Fig. 1: power grid
(4 px per µm) Pins as bars on the die edge. Tap cells in grey.
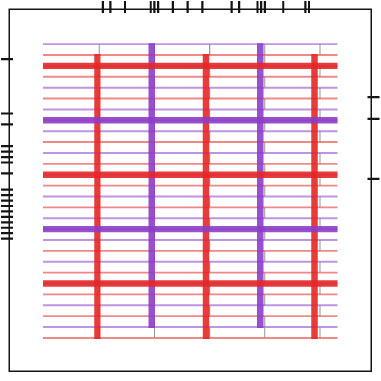
Fig. 2: cells coloured by class
(4 px per µm) Fill, decap, tap and diode cells in grey.
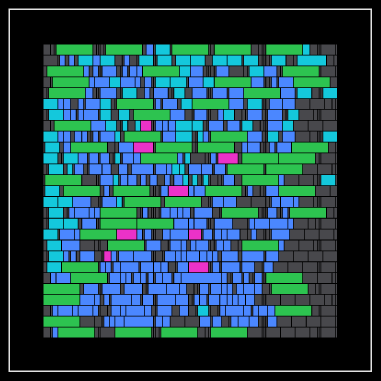
Fig. 3: routed clock nets over the placement
(4 px per µm)
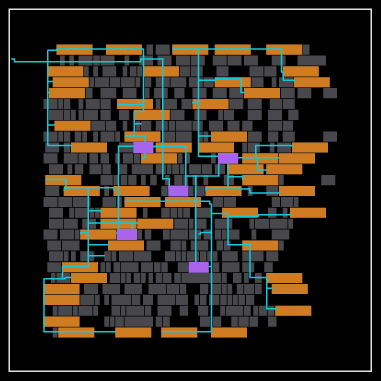
Fig. 4: signal wires by layer
(4 px per µm)
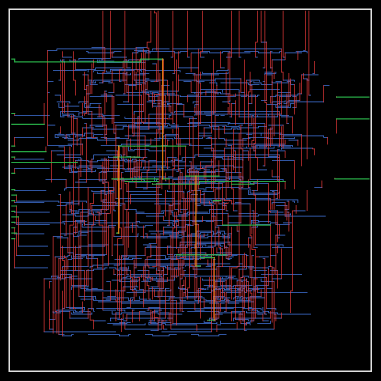
## src/rtl/div_pkg.sv

```systemverilog
// Shared types and sizing helpers for the fixed-point sequential divider.
package div_pkg;

    localparam int unsigned W_DEF    = 10;
    localparam int unsigned FRAC_DEF = 5;

    typedef enum logic [1:0] {
        IDLE = 2'd0,
        CALC = 2'd1,
        DONE = 2'd2
    } state_t;

    // Iteration counter must be able to hold N.
    function automatic int unsigned cnt_width(input int unsigned n);
        return $clog2(n + 1);
    endfunction

endpackage

```

## src/rtl/seq_divider_fx_if.sv

```systemverilog
// start/busy/valid handshake bundle for seq_divider_fx; rout exists only when DIV_REM_EN is defined.
interface seq_divider_fx_if #(
    parameter int unsigned W = div_pkg::W_DEF
);
    logic         start;
    logic [W-1:0] a_in;
    logic [W-1:0] b_in;
    logic [W-1:0] qout;
    logic         dvz;
    logic         ovf;
    logic         busy;
    logic         valid;
`ifdef DIV_REM_EN
    logic [W-1:0] rout;
`endif

    modport master (
        output start, a_in, b_in,
        input  qout, dvz, ovf, busy, valid
`ifdef DIV_REM_EN
        , input rout
`endif
    );

    modport slave (
        input  start, a_in, b_in,
        output qout, dvz, ovf, busy, valid
`ifdef DIV_REM_EN
        , output rout
`endif
    );
endinterface

```

## src/rtl/div_datapath.sv

```systemverilog
// Restoring-division datapath: ACC/Q/B registers, W+1-bit trial subtract, iteration counter.
// The remainder output exists only when DIV_REM_EN is defined.
module div_datapath
    import div_pkg::*;
#(
    parameter int unsigned W    = W_DEF,
    parameter int unsigned FRAC = FRAC_DEF
) (
    input  logic                clk,
    input  logic                rst_n,
    input  logic                clr,
    input  logic                load,
    input  logic                step,
    input  logic [W-1:0]        a_in,
    input  logic [W-1:0]        b_in,
    output logic [W+FRAC-1:0]   q_c,
`ifdef DIV_REM_EN
    output logic [W-1:0]        rem_c,
`endif
    output logic                co
);
    localparam int unsigned N     = W + FRAC;
    localparam int unsigned ACC_W = W + 1;
    localparam int unsigned SH_W  = W + 2;
    localparam int unsigned CW    = cnt_width(N);

    logic [ACC_W-1:0] acc_q, acc_d, acc_c;
    logic [N-1:0]     q_q, q_d;
    logic [W-1:0]     b_q, b_d;
    logic [CW-1:0]    cnt_q, cnt_d;
    logic [SH_W-1:0]  sh;
    logic             ge;

    // One restoring step: shift {ACC,Q} left, keep the difference only if it is non-negative.
    always_comb begin
        sh    = {acc_q, q_q[N-1]};
        ge    = (sh >= {2'b00, b_q});
        acc_c = ge ? ACC_W'(sh - {2'b00, b_q}) : sh[ACC_W-1:0];
        q_c   = (q_q << 1) | N'(ge);
        co    = (cnt_q == CW'(N - 1));
    end

`ifdef DIV_REM_EN
    assign rem_c = acc_c[W-1:0];
`endif

    always_comb begin
        acc_d = acc_q;
        q_d   = q_q;
        b_d   = b_q;
        cnt_d = cnt_q;
        if (clr) begin
            acc_d = '0;
            q_d   = '0;
            b_d   = '0;
            cnt_d = '0;
        end else if (load) begin
            acc_d = '0;
            q_d   = N'(a_in) << FRAC;
            b_d   = b_in;
            cnt_d = '0;
        end else if (step) begin
            acc_d = acc_c;
            q_d   = q_c;
            cnt_d = cnt_q + CW'(1);
        end
    end

    always_ff @(posedge clk or negedge rst_n) begin
        if (!rst_n) begin
            acc_q <= '0;
            q_q   <= '0;
            b_q   <= '0;
            cnt_q <= '0;
        end else begin
            acc_q <= acc_d;
            q_q   <= q_d;
            b_q   <= b_d;
            cnt_q <= cnt_d;
        end
    end

endmodule

```

## src/rtl/seq_divider_fx.sv

```systemverilog
// Fixed-point sequential divider: qout = (a_in << FRAC) / b_in with ovf/dvz flags.
// Define DIV_REM_EN to add the registered remainder output rout.
module seq_divider_fx
    import div_pkg::*;
#(
    parameter int unsigned W    = W_DEF,
    parameter int unsigned FRAC = FRAC_DEF
) (
    input  logic             clk,
    input  logic             rst_n,
    input  logic             sclr,
    seq_divider_fx_if.slave  bus
);
    localparam int unsigned N = W + FRAC;

    state_t       state_q, state_d;
    logic [W-1:0] qout_q, qout_d;
    logic         dvz_q, dvz_d;
    logic         ovf_q, ovf_d;
    logic         busy_q, busy_d;
    logic         valid_q, valid_d;
    logic         load, step, co, ovf_c;
    logic [N-1:0] q_c;
`ifdef DIV_REM_EN
    logic [W-1:0] rout_q, rout_d, rem_c;
`endif

    div_datapath #(.W(W), .FRAC(FRAC)) u_dp (
        .clk   (clk),
        .rst_n (rst_n),
        .clr   (sclr),
        .load  (load),
        .step  (step),
        .a_in  (bus.a_in),
        .b_in  (bus.b_in),
        .q_c   (q_c),
`ifdef DIV_REM_EN
        .rem_c (rem_c),
`endif
        .co    (co)
    );

    // Any quotient bit above the W-bit window is an overflow; an integer divider cannot overflow.
    if (FRAC == 0) begin : g_no_frac
        assign ovf_c = 1'b0;
    end else begin : g_frac
        assign ovf_c = |q_c[N-1:W];
    end

    always_comb begin
        state_d = state_q;
        qout_d  = qout_q;
        dvz_d   = dvz_q;
        ovf_d   = ovf_q;
        busy_d  = busy_q;
        valid_d = 1'b0;
        load    = 1'b0;
        step    = 1'b0;
`ifdef DIV_REM_EN
        rout_d  = rout_q;
`endif
        case (state_q)
            IDLE, DONE: begin
                if (bus.start) begin
                    qout_d = '0;
                    ovf_d  = 1'b0;
                    dvz_d  = 1'b0;
`ifdef DIV_REM_EN
                    rout_d = '0;
`endif
                    if (bus.b_in == '0) begin
                        dvz_d   = 1'b1;
                        valid_d = 1'b1;
                        state_d = DONE;
                    end else begin
                        load    = 1'b1;
                        busy_d  = 1'b1;
                        state_d = CALC;
                    end
                end else if (state_q == DONE) begin
                    state_d = IDLE;
                end
            end
            CALC: begin
                step = 1'b1;
                if (co) begin
                    state_d = DONE;
                    busy_d  = 1'b0;
                    valid_d = 1'b1;
                    ovf_d   = ovf_c;
                    qout_d  = ovf_c ? '1 : q_c[W-1:0];
`ifdef DIV_REM_EN
                    rout_d  = rem_c;
`endif
                end
            end
            default: state_d = IDLE;
        endcase

        // Synchronous clear aborts any operation exactly like reset.
        if (sclr) begin
            state_d = IDLE;
            qout_d  = '0;
            dvz_d   = 1'b0;
            ovf_d   = 1'b0;
            busy_d  = 1'b0;
            valid_d = 1'b0;
            load    = 1'b0;
            step    = 1'b0;
`ifdef DIV_REM_EN
            rout_d  = '0;
`endif
        end
    end

    always_ff @(posedge clk or negedge rst_n) begin
        if (!rst_n) begin
            state_q <= IDLE;
            qout_q  <= '0;
            dvz_q   <= 1'b0;
            ovf_q   <= 1'b0;
            busy_q  <= 1'b0;
            valid_q <= 1'b0;
`ifdef DIV_REM_EN
            rout_q  <= '0;
`endif
        end else begin
            state_q <= state_d;
            qout_q  <= qout_d;
            dvz_q   <= dvz_d;
            ovf_q   <= ovf_d;
            busy_q  <= busy_d;
            valid_q <= valid_d;
`ifdef DIV_REM_EN
            rout_q  <= rout_d;
`endif
        end
    end

    assign bus.qout  = qout_q;
    assign bus.dvz   = dvz_q;
    assign bus.ovf   = ovf_q;
    assign bus.busy  = busy_q;
    assign bus.valid = valid_q;
`ifdef DIV_REM_EN
    assign bus.rout  = rout_q;
`endif

endmodule

```

## src/flat_wrapper.sv

```systemverilog
// flat-port wrapper written by rule: the top's interface ports become plain ports
module seq_divider_fx_flat import div_pkg::*;
#(
    parameter int unsigned W    = W_DEF,
    parameter int unsigned FRAC = FRAC_DEF
)
  (clk, rst_n, sclr, bus_start, bus_a_in, bus_b_in, bus_qout, bus_dvz, bus_ovf, bus_busy, bus_valid);
  seq_divider_fx_if #(.W(W)) bus_i ();
  input  logic clk;
  input  logic rst_n;
  input  logic sclr;
  input wire logic [$bits(bus_i.start)-1:0] bus_start;
  input wire logic [$bits(bus_i.a_in)-1:0] bus_a_in;
  input wire logic [$bits(bus_i.b_in)-1:0] bus_b_in;
  output wire logic [$bits(bus_i.qout)-1:0] bus_qout;
  output wire logic [$bits(bus_i.dvz)-1:0] bus_dvz;
  output wire logic [$bits(bus_i.ovf)-1:0] bus_ovf;
  output wire logic [$bits(bus_i.busy)-1:0] bus_busy;
  output wire logic [$bits(bus_i.valid)-1:0] bus_valid;
  assign bus_i.start = bus_start;
  assign bus_i.a_in = bus_a_in;
  assign bus_i.b_in = bus_b_in;
  assign bus_qout = bus_i.qout;
  assign bus_dvz = bus_i.dvz;
  assign bus_ovf = bus_i.ovf;
  assign bus_busy = bus_i.busy;
  assign bus_valid = bus_i.valid;
  seq_divider_fx #(.W(W), .FRAC(FRAC)) u_core (.clk(clk), .rst_n(rst_n), .sclr(sclr), .bus(bus_i));
endmodule
```

## config.mk

```make
export PLATFORM = sky130hd
export DESIGN_NAME = seq_divider_fx_flat
export DESIGN_NICKNAME = d
export VERILOG_FILES = /design/src/rtl/div_pkg.sv /design/src/rtl/seq_divider_fx_if.sv /design/src/rtl/div_datapath.sv /design/src/rtl/seq_divider_fx.sv /design/src/flat_wrapper.sv
export SDC_FILE = /design/constraint.sdc
export NUM_CORES = 1
export LEC_CHECK = 0
export CAP_MARGIN = 20
export CORE_MARGIN = 8
export CORE_UTILIZATION = 61
export DETAILED_ROUTE_END_ITERATION = 6
export GPL_TIMING_DRIVEN = 0
export PLACE_DENSITY = 0.86
export SETUP_SLACK_MARGIN = 0.02
export SYNTH_ARGS = -nofsm -noshare
export SYNTH_HDL_FRONTEND = slang
export SYNTH_HIERARCHICAL = 1
export SYNTH_SLANG_ARGS = --single-unit
```

## constraint.sdc

```tcl
create_clock -name clk -period 7.4 [get_ports clk]
set_clock_uncertainty 0.2 [all_clocks]
set_input_delay 1.48 -clock clk [delete_from_list [all_inputs] [get_ports clk]]
set_output_delay 1.48 -clock clk [all_outputs]
set_load 0.03 [all_outputs]
```

==> impl_metrics.ini <==
; synthesis and place-and-route metrics
[cells_and_area]
largest_class = combinational gates
fin_nets = 427
area_growth_pct = 16.9
multi_input_comb_cells = 237
final_cells = 463
top_regs = u_core/u_dp/q_q: 15 flops, u_core/u_dp/acc_q: 11 flops
seq_area_um2 = 1400
fillCellCount = 428
final_cell_mix = 56 x dfrtp_1, 51 x nor2_1, 36 x clkdlybuf4s50_1
final_util = 0.725
nNonClkBuffers = 71
regMostFlops = u_core/u_dp/q_q
non_clock_inverter_count = 19
clkbuf_count = 5
largest_reg_flops = 15
diodes = 0
nonClkBufAreaFrac = 0.151
layout_top_cell = dfrtp_1
finalInstanceArea_um2 = 3920

[timing]
tightest_slew_ns = 0.668
rsz0062_at_grt = false
finalClockPeriodUsage = 0.531
fin_setup_tns_ns = 0
layout_setup_ws_ns = 3.47
period_minus_slack_ns = 3.93
fmax_ghz = 0.254
whs_ns = 0.303

[floorplanning]
design.core.area_um2 = 5410
die_w_um = 90.1
die_h_um = 90.1
chip_area_um2 = 8130
tap_cells = 72
rows = 27
io_pins = 38

[worst_hold_path]
worstHoldEndpoint = u_core/bus.qout[7]$_DFFE_PN0P_
hp-start = u_core/bus.qout[7]$_DFFE_PN0P_
whs_path_depth = 1

[logic_synthesis]
synth_top_area_share = 0.418
avgSynthCellArea_um2 = 9.72
ys_cells = 345
ys_chip_area_um2 = 3350
ys_warn_count = 6
netlist_area_um2 = 3350
ys_async_sr_fraction = 1.00
synthTopCellsByCount = 56 x dfrtp_1, 51 x nor2_1, 29 x mux2i_1
largest_area_cell = dfrtp_1
synth.distinct_cells = 57
synthFlopType = dfrtp_1
netlist_instances = 345
numSynthFlops = 56
fp_nets = 382
synth-edff-count = 0

[critical_path]
cp_cell_sequence = clkdlybuf4s50_1 -> nand3b_1 -> inv_1 -> buf_2 -> buf_1 -> clkbuf_1 -> nor2_1 -> a211oi_1
worstPathArrival_ns = 3.97
r2r_slack_ns = 4.35
rr_worst_depth = 13
r2r-end = u_core/bus.qout[0]$_DFFE_PN0P_
startpoint_type = primary input
critical_path.endpoint = u_core/u_dp/q_q[0]$_DFFE_PN0P_
cpMaxStageDelayCell = clkdlybuf4s50_1
cp_max_fo = 10
r2r_start = u_core/u_dp/q_q[14]$_DFFE_PN0P_

[clock_tree]
clock_latency_ns = 0.32
cts-root-buf = clkbuf_8
cts_max_level = 2
hold_buffers = 0
cts_resized = 0
numCtsBuffers = 5
clkTransAtPathRegs_ns = 0.11
cts_tree = built

[placed_design]
place_ws_ns = 3.17
dp_hpwl_um = 5490
place_congestion = 0.834
place_area_um2 = 3830

[routing]
drt-met1-wl_um = 3520
detail-route-antenna-nets = 0
drc = 0
wl_met3_um = 233

[global_routing]
grt_max_degree = 35
top_usage_layer = met2
antenna_found_initial = 0
grtUsageMet2 = 0.306
grt_util_met3 = 0.0374
grt_overflow = 0
grt_pass1_wl_um = 12700
grtUsageMet1 = 0.243
grt_pass1_vias = 2689

[power_and_ir_drop]
total_power_uw = 755
powerDensity_nw_per_um2 = 193
p_leak_uw = 0.00171
vdd.ir_drop.worst_mv = 0.117

[run_status]
outcome = finished, final reports clean
-- Fig. 1 (at the start) --
- purple: VDD
- red: VSS
- tap cells: 72
- signal pins: 38
- met4 straps: 5
- met5 straps: 5
- rows: 27

-- Fig. 2 (at the start) --
- magenta: clock drivers and dummy loads (cells 8)
- cyan: remaining buffers and delay cells (cells 71)
- blue: combinational and other logic (cells 256)
- green: sequential cells (cells 56)

-- Fig. 3 (at the start) --
- orange: flip-flops (count 56)
- purple: clock drivers (count 5)
- cyan: clock wires (length 673 µm)
- flops lie: widely spread

-- Fig. 4 (at the start) --
- orange: metal 4 (wire length 89.8 µm)
- red: metal 2 (wire length 3,500 µm)
- blue: metal 1 (wire length 3,520 µm)
- green: metal 3 (wire length 233 µm)
DR WL/cell: 15.9 µm
WL final: 7340 µm
via count: 2,653
GRT Total Usage: 0.186

==> kinds of logic (layout without fill, tap and decap cells) <==
group / after synthesis / count (layout) / share of synthesized area
compound gates: 84 / 84 / 0.174
xor+xnor: 7 / 7 / 0.0183
fa+ha+maj: 13 / 13 / 0.0507
buf+inv: 52 / 98 / 0.0832
flops: 56 / 56 / 0.418
mux: 29 / 29 / 0.0866
simple gates: 104 / 104 / 0.170
==> report_power, final <==
group | leakage (µW) | total, µW | switching [µW] | internal, µW
Clock | 0.0000445 | 173 | 105 | 67.5
Combinational | 0.000898 | 253 | 140 | 113
Sequential | 0.000770 | 329 | 10.5 | 318
Total | 0.00171 | 755 | 256 | 499
==> critical path, delay by kind of cell <==
kind                   cells  cell delay, ns
and+or+nand+nor            2            0.38
AOI/OAI and AO/OA          1            0.18
buffers and inverters      5            1.91
No activity file was given, so power comes from the tool's default toggle rates.
